### Gate families picked out, run 1

Scale: 3 px per um.
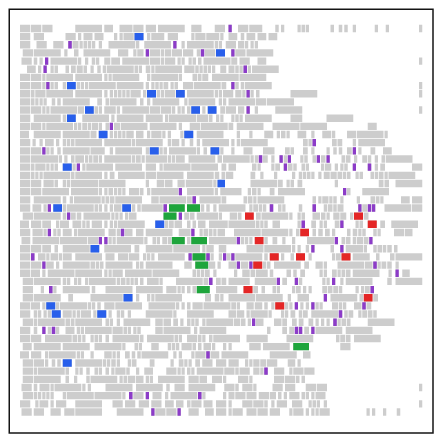
### Cell outlines without signal wires, run 1

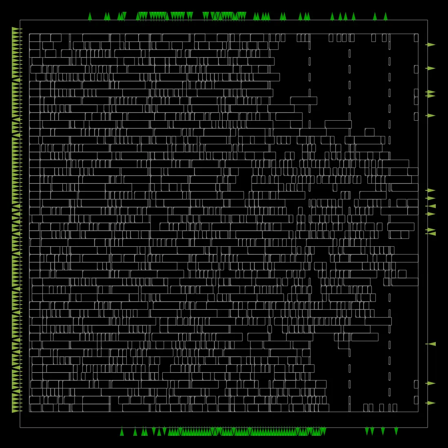
### Signal wires by layer, run 1

Scale: 3 px per um. Two of the layers only.
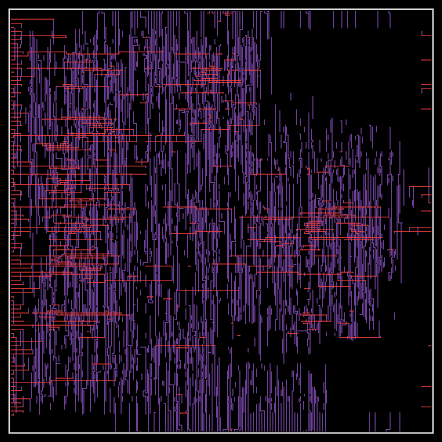
==> config.mk <==
export PLATFORM = sky130hd
export DESIGN_NAME = aes_cipher_wb
export DESIGN_NICKNAME = d
export VERILOG_FILES = /design/src/rtl/aes_wb_pkg.sv /design/src/rtl/aes_cipher_wb.sv
export SDC_FILE = /design/constraint.sdc
export NUM_CORES = 1
export LEC_CHECK = 0
export ABC_AREA = 1
export CORE_MARGIN = 3
export CORE_UTILIZATION = 49
export DETAILED_ROUTE_END_ITERATION = 10
export PLACE_DENSITY = 0.93
export SYNTH_ARGS = -nofsm -noshare
export SYNTH_HDL_FRONTEND = slang
export SYNTH_SLANG_ARGS = --single-unit
==> constraint.sdc <==
create_clock -name clk -period 2 [get_ports clk]
set_clock_uncertainty 0.1 [all_clocks]
set_input_delay 0.3 -clock clk [delete_from_list [all_inputs] [get_ports clk]]
set_output_delay 0.3 -clock clk [all_outputs]
set_load 0.05 [all_outputs]
==> src/rtl/aes_wb_pkg.sv <==
// Shared types and helpers for the AES cipher writeback stage.
// Optional build macro: CWB_OVERRUN_CNT_EN (see aes_cipher_wb).
package aes_wb_pkg;

    typedef enum logic [1:0] {
        IDLE  = 2'd0,
        ARMED = 2'd1,
        WRITE = 2'd2,
        DONE  = 2'd3
    } wb_state_t;

    localparam int NBEATS = 4;
    localparam int WORD_W = 32;
    localparam logic [1:0] LAST_BEAT = 2'(NBEATS - 1);

    // Word 0 is the most significant word of the block.
    function automatic logic [WORD_W-1:0] cipher_word(
        input logic [127:0] blk,
        input logic [1:0]   idx
    );
        logic [WORD_W-1:0] w;
        w = '0;
        unique case (idx)
            2'd0: w = blk[127:96];
            2'd1: w = blk[95:64];
            2'd2: w = blk[63:32];
            2'd3: w = blk[31:0];
            default: w = '0;
        endcase
        return w;
    endfunction

endpackage

==> src/rtl/aes_cipher_wb.sv <==
// AES cipher writeback: arm on CPU store, capture on Dvld rise, write 4 beats.
// Define CWB_OVERRUN_CNT_EN to add the overrun_cnt output for dropped edges.
module aes_cipher_wb
    import aes_wb_pkg::*;
#(
    parameter logic [31:0] BASE_ADDR = 32'h0000004C,
    parameter logic [31:0] ARM_ADDR  = 32'h00000030,
    parameter int unsigned TIMEOUT   = 1024
) (
    input  logic         clk,
    input  logic         reset,
    input  logic [31:0]  cpu_add,
    input  logic [3:0]   cpu_wen,
    input  logic [127:0] cipher,
    input  logic         Dvld,
    input  logic         wb_rdy,
    output logic         wait_en,
    output logic         wen_aes_d,
    output logic [31:0]  cipher_addr,
    output logic [31:0]  cipher_text,
    output logic         busy,
    output logic         done,
`ifdef CWB_OVERRUN_CNT_EN
    output logic [7:0]   overrun_cnt,
`endif
    output logic         timeout
);

    localparam logic [31:0] TO_LAST = 32'(TIMEOUT - 1);

    wb_state_t    state;
    logic         dvld_q;
    logic [1:0]   beat;
    logic [127:0] blk;
    logic [31:0]  timer;

    logic       rise;
    logic       arm;
    logic [1:0] nxt_beat;

    assign rise     = Dvld & ~dvld_q;
    assign arm      = (cpu_add == ARM_ADDR) & (|cpu_wen);
    assign nxt_beat = beat + 2'd1;

    always_ff @(posedge clk or negedge reset) begin
        if (!reset) begin
            state       <= IDLE;
            dvld_q      <= 1'b0;
            beat        <= 2'd0;
            blk         <= '0;
            timer       <= '0;
            wait_en     <= 1'b0;
            wen_aes_d   <= 1'b0;
            cipher_addr <= '0;
            cipher_text <= '0;
            busy        <= 1'b0;
            done        <= 1'b0;
            timeout     <= 1'b0;
        end else begin
            dvld_q  <= Dvld;
            done    <= 1'b0;
            timeout <= 1'b0;
            unique case (state)
                IDLE: begin
                    if (arm) begin
                        state   <= ARMED;
                        wait_en <= 1'b1;
                        busy    <= 1'b1;
                        timer   <= '0;
                    end
                end
                ARMED: begin
                    timer <= timer + 32'd1;
                    // A capture edge wins over an expiring timer.
                    if (rise) begin
                        blk         <= cipher;
                        beat        <= 2'd0;
                        state       <= WRITE;
                        wen_aes_d   <= 1'b1;
                        cipher_addr <= BASE_ADDR;
                        cipher_text <= cipher[127:96];
                    end else if (TIMEOUT != 0 && timer == TO_LAST) begin
                        state   <= IDLE;
                        wait_en <= 1'b0;
                        busy    <= 1'b0;
                        timeout <= 1'b1;
                    end
                end
                WRITE: begin
                    if (wb_rdy) begin
                        if (beat == LAST_BEAT) begin
                            state       <= DONE;
                            wen_aes_d   <= 1'b0;
                            cipher_addr <= '0;
                            cipher_text <= '0;
                            wait_en     <= 1'b0;
                            done        <= 1'b1;
                        end else begin
                            beat        <= nxt_beat;
                            cipher_addr <= BASE_ADDR + {28'd0, nxt_beat, 2'b00};
                            cipher_text <= cipher_word(blk, nxt_beat);
                        end
                    end
                end
                DONE: begin
                    state <= IDLE;
                    busy  <= 1'b0;
                end
                default: state <= IDLE;
            endcase
        end
    end

`ifdef CWB_OVERRUN_CNT_EN
    // Counts capture edges dropped because a writeback is in flight.
    always_ff @(posedge clk or negedge reset) begin
        if (!reset) begin
            overrun_cnt <= '0;
        end else if (rise && (state == WRITE || state == DONE)
                     && overrun_cnt != 8'hFF) begin
            overrun_cnt <= overrun_cnt + 8'd1;
        end
    end
`endif

endmodule

==> impl_metrics.toml, run 1 <==
# flow metrics
[pwr]
comb_power_uw = 1620
power_clock_uw = 3490
power-top-group = "sequential cells"
power_frac_clock_pct = 38.2
leakage_uw = 0.00599
peakVddDrop_mv = 0.735
intPower_uw = 6310
p_seq_uw = 4040
comb_power_share_pct = 17.7
power.switching_uw = 2830

[setup_path]
end_kind = "output port"
worstSetupEndpoint = "timeout"
crit_type = "reg -> out"
cp_num_cells = 1
cp-start-kind = "flip-flop"
arrival_ns = 1.54
r2r-start = "beat[0]"
cp_max_fo = 1
slowest_delay_ns = 0.79
timing.rr.end = "cipher_text[26]"
critPathRequiredTime_ns = 1.60
slowest_stage = "clkdlybuf4s50_1"
rrSetupSlack_ns = 0.12
reg2regPathDepth = 7

[floorplanning]
chipArea_sq_mm = 0.0198

[synthesis]
top_cells_by_area = "dfrtp_1 49%, nand2_1 22%, nor2_1 3.4%"
synth-seq-cells = 174
yosys_warnings = 0
ys_cells = 1181
ys_top_logic_family = "simple AND/OR/NAND/NOR gates"
ff_type = "dfrtp_1"
ys_sh_adder_pct = 1.26
synth_cell_types = 35
syn_area_per_cell_sq_um = 7.54
yosysTopAreaCell = "dfrtp_1"
async_reset_ff_share_pct = 100
synthAoiAreaFrac_pct = 8.94
ys_sh_mux_pct = 0
common_cells = "531 x nand2_1, 174 x dfrtp_1, 81 x nor2_1"
simple_gate_area_share_pct = 31.1
synth-edff-count = 0

[layout]
final-comb-area_sq_mm = 0.00392
largest_reg_flops = 96
antenna_cells = 0
sh_seq_area_pct = 36.3
final_layout_top_logic_cells = "531 x nand2_1, 174 x dfrtp_1, 168 x clkdlybuf4s50_1"
final_nets = 1578
syn_to_final_growth_pct = 34.8
top_regs = "blk: 96 flops, cipher_text: 32 flops, timer: 32 flops"
flop_area_sq_mm = 0.00435
comb-cell-share_pct = 32.7
final-clk-cell-share_pct = 5.23
flop-count = 174
nFillCells = 1311

[clock_tree]
path_clk_slew_ns = 0.08
cts.sinks = 174
htree_num_levels = 4
cts_hold_buffers = 1
post_cts_buffers = 0
cts.root.buffer_cell = "clkbuf_16"
clock.latency.late_pin_ns = 0.44
cts_inserted_buffers = 17

[placed_design]
port_buffers = 208
place_ws_ns = -0.0323

[timing]
fin_crit_sh_pct = 97.2
worst_pin_slew_ns = 0.520
fin_ws_ns = 0.0559
setup_violations = 0
rsz0062_at_grt = "false"

[detailed_routing]
via_per_inst = 5.39
drt-pass1-iter-count = 5
drt-initial-drc-count = 758
wl_um = 27600
vias = 8831
ant_nets = 0
route.detailed.drc = 0

[global_routing]
grt_max_degree = 56
grt-ovfl-total = 0
grt_pass1_wl_um = 44500
grt_pass1_vias = 8782

[run_status]
status = "finished, final reports clean"

[worst_hold_path]
holdPathEnd = "blk[50]"

[run]
log.warning_count = 32
## Picture notes: 'Gate families picked out'
Key: green = fa/ha/maj cells [cells 9, most used ha_1, where centre]; red = xor and xnor cells [cells 12, most used xor2_1]; blue = non-inverting ao/oa cells [cells 24, most used a22o_1]; purple = inv cells [cells 85, most used inv_1, where widely spread]

## Picture notes: 'Cell outlines without signal wires'
core area: 0.0175 sq mm
Final Non-Filler Cells: 1,639

## Picture notes: 'Signal wires by layer'
Key: purple = metal 2 [wire length 13,900 um]; red = metal 3 [wire length 2,270 um]

-- run 1: metrics by stage --
stage | hold WS [ns] | cells | total power [uW]
after floorplan | -0.0956 | 1208 | 4980
after global placement | 0.178 | 1606 | 5720
after detailed placement | 0.186 | 1606 | 5760
after CTS | 0.287 | 1639 | 9150
after global routing | 0.291 | 1639 | 9440
final | 0.295 | 1639 | 9140
-- run 1: per-layer routing --
| layer | GRT usage [%] | wire length, um | up-vias |
|---|---|---|---|
| met1 | 35.2 | 10500 | 4134 |
| met2 | 47.9 | 13900 | 497 |
| met3 | 6.24 | 2270 | 84 |
| met4 | 10.6 | 948 | 0 |
| li1 | - | - | 4116 |
| met5 | 0 | 0 | - |
==> run 2, diff against run 1 <==
--- a/config.mk
+++ b/config.mk
@@ -8,6 +8,7 @@
 export ABC_AREA = 1
 export CORE_MARGIN = 3
 export CORE_UTILIZATION = 49
+export CTS_CLUSTER_SIZE = 40
 export DETAILED_ROUTE_END_ITERATION = 10
 export PLACE_DENSITY = 0.93
 export SYNTH_ARGS = -nofsm -noshare
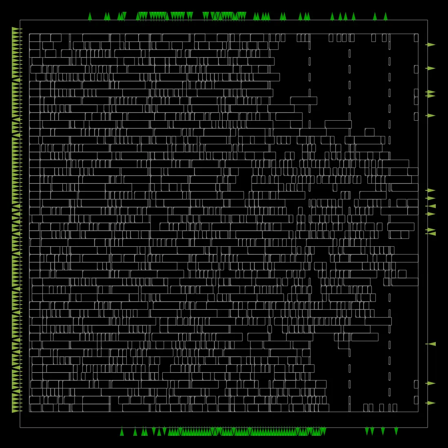
*Cell outlines without signal wires, run 2*
Flops: 174
Layout Utilization: 68.4%

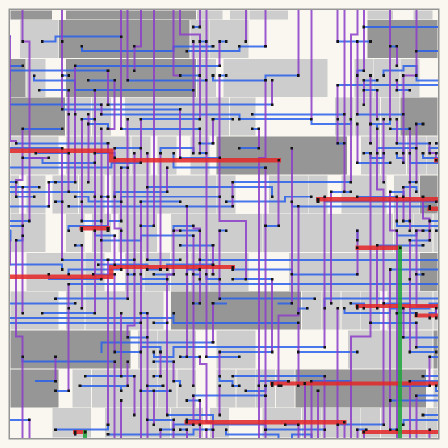
*Zoomed window, run 2*
Window x 55 to 85, y 55 to 85 um. Cells in grey, sequential cells in the stronger grey; small squares are vias.
Key: blue = metal 1; purple = metal 2; red = metal 3; green = metal 4
Most frequent: nand2_1 (23), buf_4 (10). 87 logic cells have their middle in the window. Sequential cells in the window: 7. Netlist names of flops here include cipher_addr (2), timer (2).

==> run 2 against run 1 <==
Compared with the run above: via count stayed put; final cell count stayed put; cell area stayed put; non-clock buffer count stayed put; area after synthesis stayed put; global-route usage stayed put; power stayed put; sequential share of layout area stayed put; synthesized cell count stayed put; largest cell class unchanged.
==> impl_metrics.toml, run 2 <==
# flow metrics
[pwr]
comb_power_share_pct = 17.7
power_frac_clock_pct = 38.2
p_seq_uw = 4040
power_uw = 9140

[clock_tree]
htree_num_levels = 4
cts.root.buffer_cell = "clkbuf_16"
cts_hold_buffers = 1
post_cts_buffers = 0
cts.sinks = 174

[layout]
final_layout_top_logic_cells = "531 x nand2_1, 174 x dfrtp_1, 168 x clkdlybuf4s50_1"
antenna_cells = 0
final_cells = 1639
top_regs = "blk: 96 flops, cipher_text: 32 flops, timer: 32 flops"

[synthesis]
top_cells_by_area = "dfrtp_1 49%, nand2_1 22%, nor2_1 3.4%"
ff_type = "dfrtp_1"
synth-seq-cells = 174
ys_cells = 1181
async_reset_ff_share_pct = 100
simple_gate_area_share_pct = 31.1
ys_sh_adder_pct = 1.26

[placed_design]
placedCellCount = 1606

[global_routing]
grt_pass1_vias = 8782
globalRouteMet2Util_pct = 47.9

[setup_path]
cp_num_cells = 1
worstSetupEndpoint = "timeout"
reg2regPathDepth = 7
timing.rr.end = "cipher_text[26]"
rrSetupSlack_ns = 0.12

[timing]
fin_crit_sh_pct = 97.2
hold_slack_ns = 0.295
rsz0062_at_grt = "false"

[detailed_routing]
drt-met1-wl_um = 10500
route.detailed.drc = 0
drt-initial-drc-count = 758

[floorplanning]
core_area_sq_mm = 0.0175

[run_status]
status = "finished, final reports clean"
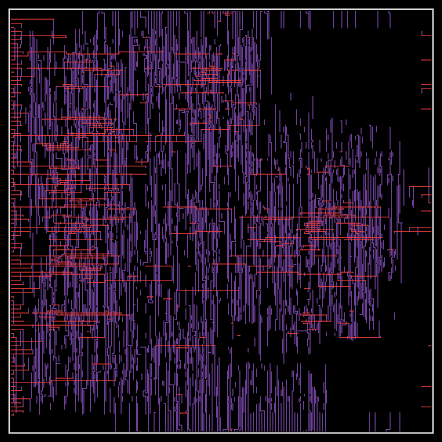
*Signal wires by layer, run 2*
Scale: 3 px per um. Two of the layers only.
Key: purple = metal 2 [wire length 13,900 um]; red = metal 3 [wire length 2,270 um]

run 2: final cells by class:
cell class / instances / area, sq um
repair buffers: 253 / 2490
multi-input cells: 870 / 3920
well taps: 225 / 282
inverters: 85 / 319
fillers: 1311 / 5540
flip-flops and latches: 174 / 4350
clock buffers: 18 / 439
clock inverters: 14 / 188
run 2: how the worst min path moves through the flow:
stage | start | endpoint | slack (ns) | depth (start not counted)
2_1_floorplan | reset | async pin | -0.1 | 0
3_3_place_gp | reset | blk[69] | 0.18 | 1
5_1_grt | cipher[61] | blk[61] | 0.29 | 3
4_1_cts | cipher[50] | blk[50] | 0.29 | 3
6_report | cipher[50] | blk[50] | 0.30 | 3
3_5_place_dp | reset | blk[69] | 0.19 | 1
==> run 3, diff against run 2 <==
--- a/config.mk
+++ b/config.mk
@@ -6,9 +6,7 @@
 export NUM_CORES = 1
 export LEC_CHECK = 0
 export ABC_AREA = 1
-export CORE_MARGIN = 3
 export CORE_UTILIZATION = 49
-export CTS_CLUSTER_SIZE = 40
 export DETAILED_ROUTE_END_ITERATION = 10
 export PLACE_DENSITY = 0.93
 export SYNTH_ARGS = -nofsm -noshare
==> constraint.sdc (replaced) <==
create_clock -name clk -period 1.8 [get_ports clk]
set_clock_uncertainty 0.1 [all_clocks]
set_input_delay 0.27 -clock clk [delete_from_list [all_inputs] [get_ports clk]]
set_output_delay 0.27 -clock clk [all_outputs]
set_load 0.05 [all_outputs]
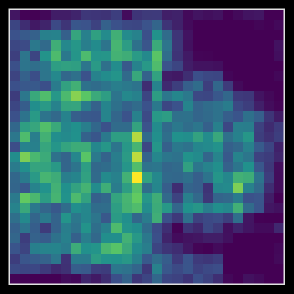
*Wire density map, run 3*
Scale: 2 px per um. The die is cut into 27 by 27 equal tiles; dark purple is low, yellow is high, scaled to the fullest tile. Values are wire area over tile area, all layers added.
The emptiest ninth of the die: upper right. 13% of the tiles are nearly empty. The densest ninth of the die: middle left. The mean over all tiles is 0.27.

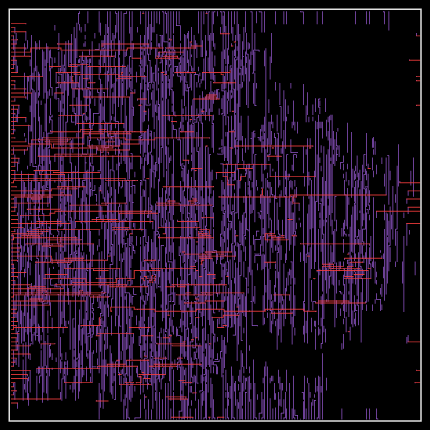
*Signal wires by layer, run 3*
Scale: 3 px per um. Two of the layers only.
Key: purple = metal 2 [wire length 14,800 um]; red = metal 3 [wire length 2,510 um]

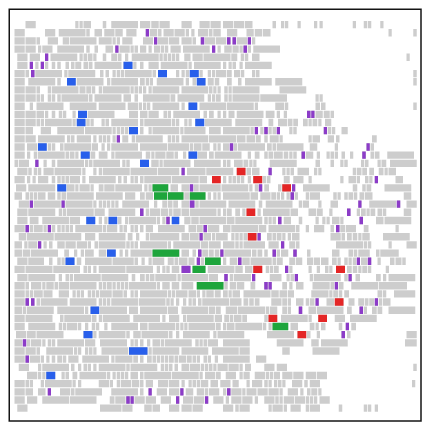
*Gate families picked out, run 3*
Scale: 3 px per um.
Key: red = xor and xnor cells [cells 12, most used xor2_1]; purple = inv cells [cells 85, most used inv_1, where widely spread]; blue = non-inverting ao/oa cells [cells 24, most used a22o_1]; green = fa/ha/maj cells [cells 9, most used ha_2, where centre]

==> run 3 against run 2 <==
Compared with the run above: the flow now finishes with violations (setup timing); clock-buffer cell count is the same; sequential power grew 11%; die size shrank 5.6%; worst setup slack lost 0.085 ns; sequential cell count is the same; clock power grew 6.0%; cell area grew 3.6%; area after synthesis is the same; sequential share of layout area shrank 1.2 points; hold slack lost 0.094 ns; largest power group unchanged; core utilization grew 2.5 points.
==> impl_metrics.toml, run 3 <==
# flow metrics
[global_routing]
grt_max_degree = 86
grt-ovfl-total = 0
antenna_found_initial = 1
grt_pass1_vias = 9103

[synthesis]
synth-edff-count = 0
synth-seq-cells = 174
ys_sh_adder_pct = 1.26
top_cells_by_area = "dfrtp_1 49%, nand2_1 22%, nor2_1 3.4%"
async_reset_ff_share_pct = 100
common_cells = "531 x nand2_1, 174 x dfrtp_1, 81 x nor2_1"
ys_sh_mux_pct = 0
syn_area_per_cell_sq_um = 7.54
ys_cells = 1181
most_common_cell = "nand2_1"
ff_type = "dfrtp_1"
yosys.area.top_type_share_pct = 48.9
simple_gate_area_share_pct = 31.1
synthAoiAreaFrac_pct = 8.94
yosysTopAreaCell = "dfrtp_1"
netlist_instances = 1181
ys_seq_share_pct = 48.9

[placed_design]
placedCellCount = 1633
place_ws_ns = -0.200
dp_hpwl_um = 20300
gp_congestion = 1.02
port_buffers = 208

[layout]
final_util_pct = 70.9
mostFrequentLayoutCell = "nand2_1"
final_area_sq_mm = 0.0124
largest_register = "blk"
final_cells = 1676
top_regs = "blk: 96 flops, cipher_text: 32 flops, timer: 32 flops"
syn_to_final_growth_pct = 39.6
final_nets = 1614
layout-drive-gt1-share_pct = 15.4
final_layout_top_logic_cells = "521 x nand2_1, 173 x dfrtp_1, 166 x clkdlybuf4s50_1"

[floorplanning]
die_x_um = 137
ios = 237
fp_util_pct = 50.8
core_area_sq_mm = 0.0175

[setup_path]
cp_top_family = "simple AND/OR/NAND/NOR gates"
r2r-start = "state[0]"
reg2regPathDepth = 10
worstSetupEndpoint = "state[0]"
rrSetupSlack_ns = -0.03
cp-start-kind = "flip-flop"
slowest_delay_ns = 0.43
crit_type = "reg -> reg"
cp_num_cells = 10
worstPathCellList = "inv_2 -> ha_2 -> inv_2 -> nor2_4 -> clkinv_2 -> nand2_1 -> inv_1 -> nand3_1 -> nand2_1 -> o21ai_1"
cp_max_fo = 4
timing.rr.end = "state[0]"

[pwr]
power_uw = 10100
power.density_mw_per_mm2 = 809
leakage_uw = 0.00622

[detailed_routing]
ant_nets = 0
wire_per_inst_um = 17.6
wl_um = 29500
via_per_inst = 5.46
route.detailed.drc = 0
drt-pass1-iter-count = 6
drt-initial-drc-count = 726

[timing]
hold_violations = 0
fin_crit_ns = 1.83
fin_crit_sh_pct = 102
fin_setup_tns_ns = -0.0294
hold_slack_ns = 0.202
rsz0062_at_grt = "true"
fin_ws_ns = -0.0294
setup_violations = 1

[clock_tree]
clk_path_buf_depth = 2
cts.sinks = 174
cts.root.buffer_cell = "clkbuf_16"
cts_resized = 10
post_cts_buffers = 2
cts_inserted_buffers = 17
cts_hold_buffers = 1
cts_tree = "done"
htree_num_levels = 4

[run_status]
violations = "setup timing"
status = "complete, but fails checks"

[run]
drv_cap = 0
log.warning_count = 33
[run 3: final cells by class]
class | instances | area, sq um
inverter | 85 | 325
antenna | 1 | 2.50
clock inverter | 14 | 143
clock buffer | 18 | 439
sequential | 174 | 4360
timing repair buffer | 289 | 2760
multi-input combinational | 870 | 4120
fill | 1231 | 5110
tap | 225 | 282
[run 3: layer usage]
layer	GRT usage [%]	up-vias	wire, um
li1	-	4197	-
met1	37.6	4270	10800
met2	55.0	560	14800
met3	7.74	122	2510
met4	14.4	0	1400
met5	0	-	0
[run 3: where the power goes]
| part | internal (uW) | switching [uW] |
|---|---|---|
| logic | 733 | 1130 |
| registers | 4260 | 244 |
| clock network | 1890 | 1810 |
| total | 6880 | 3180 |
Power figures rest on the tool's default switching activity, not on a simulated workload.
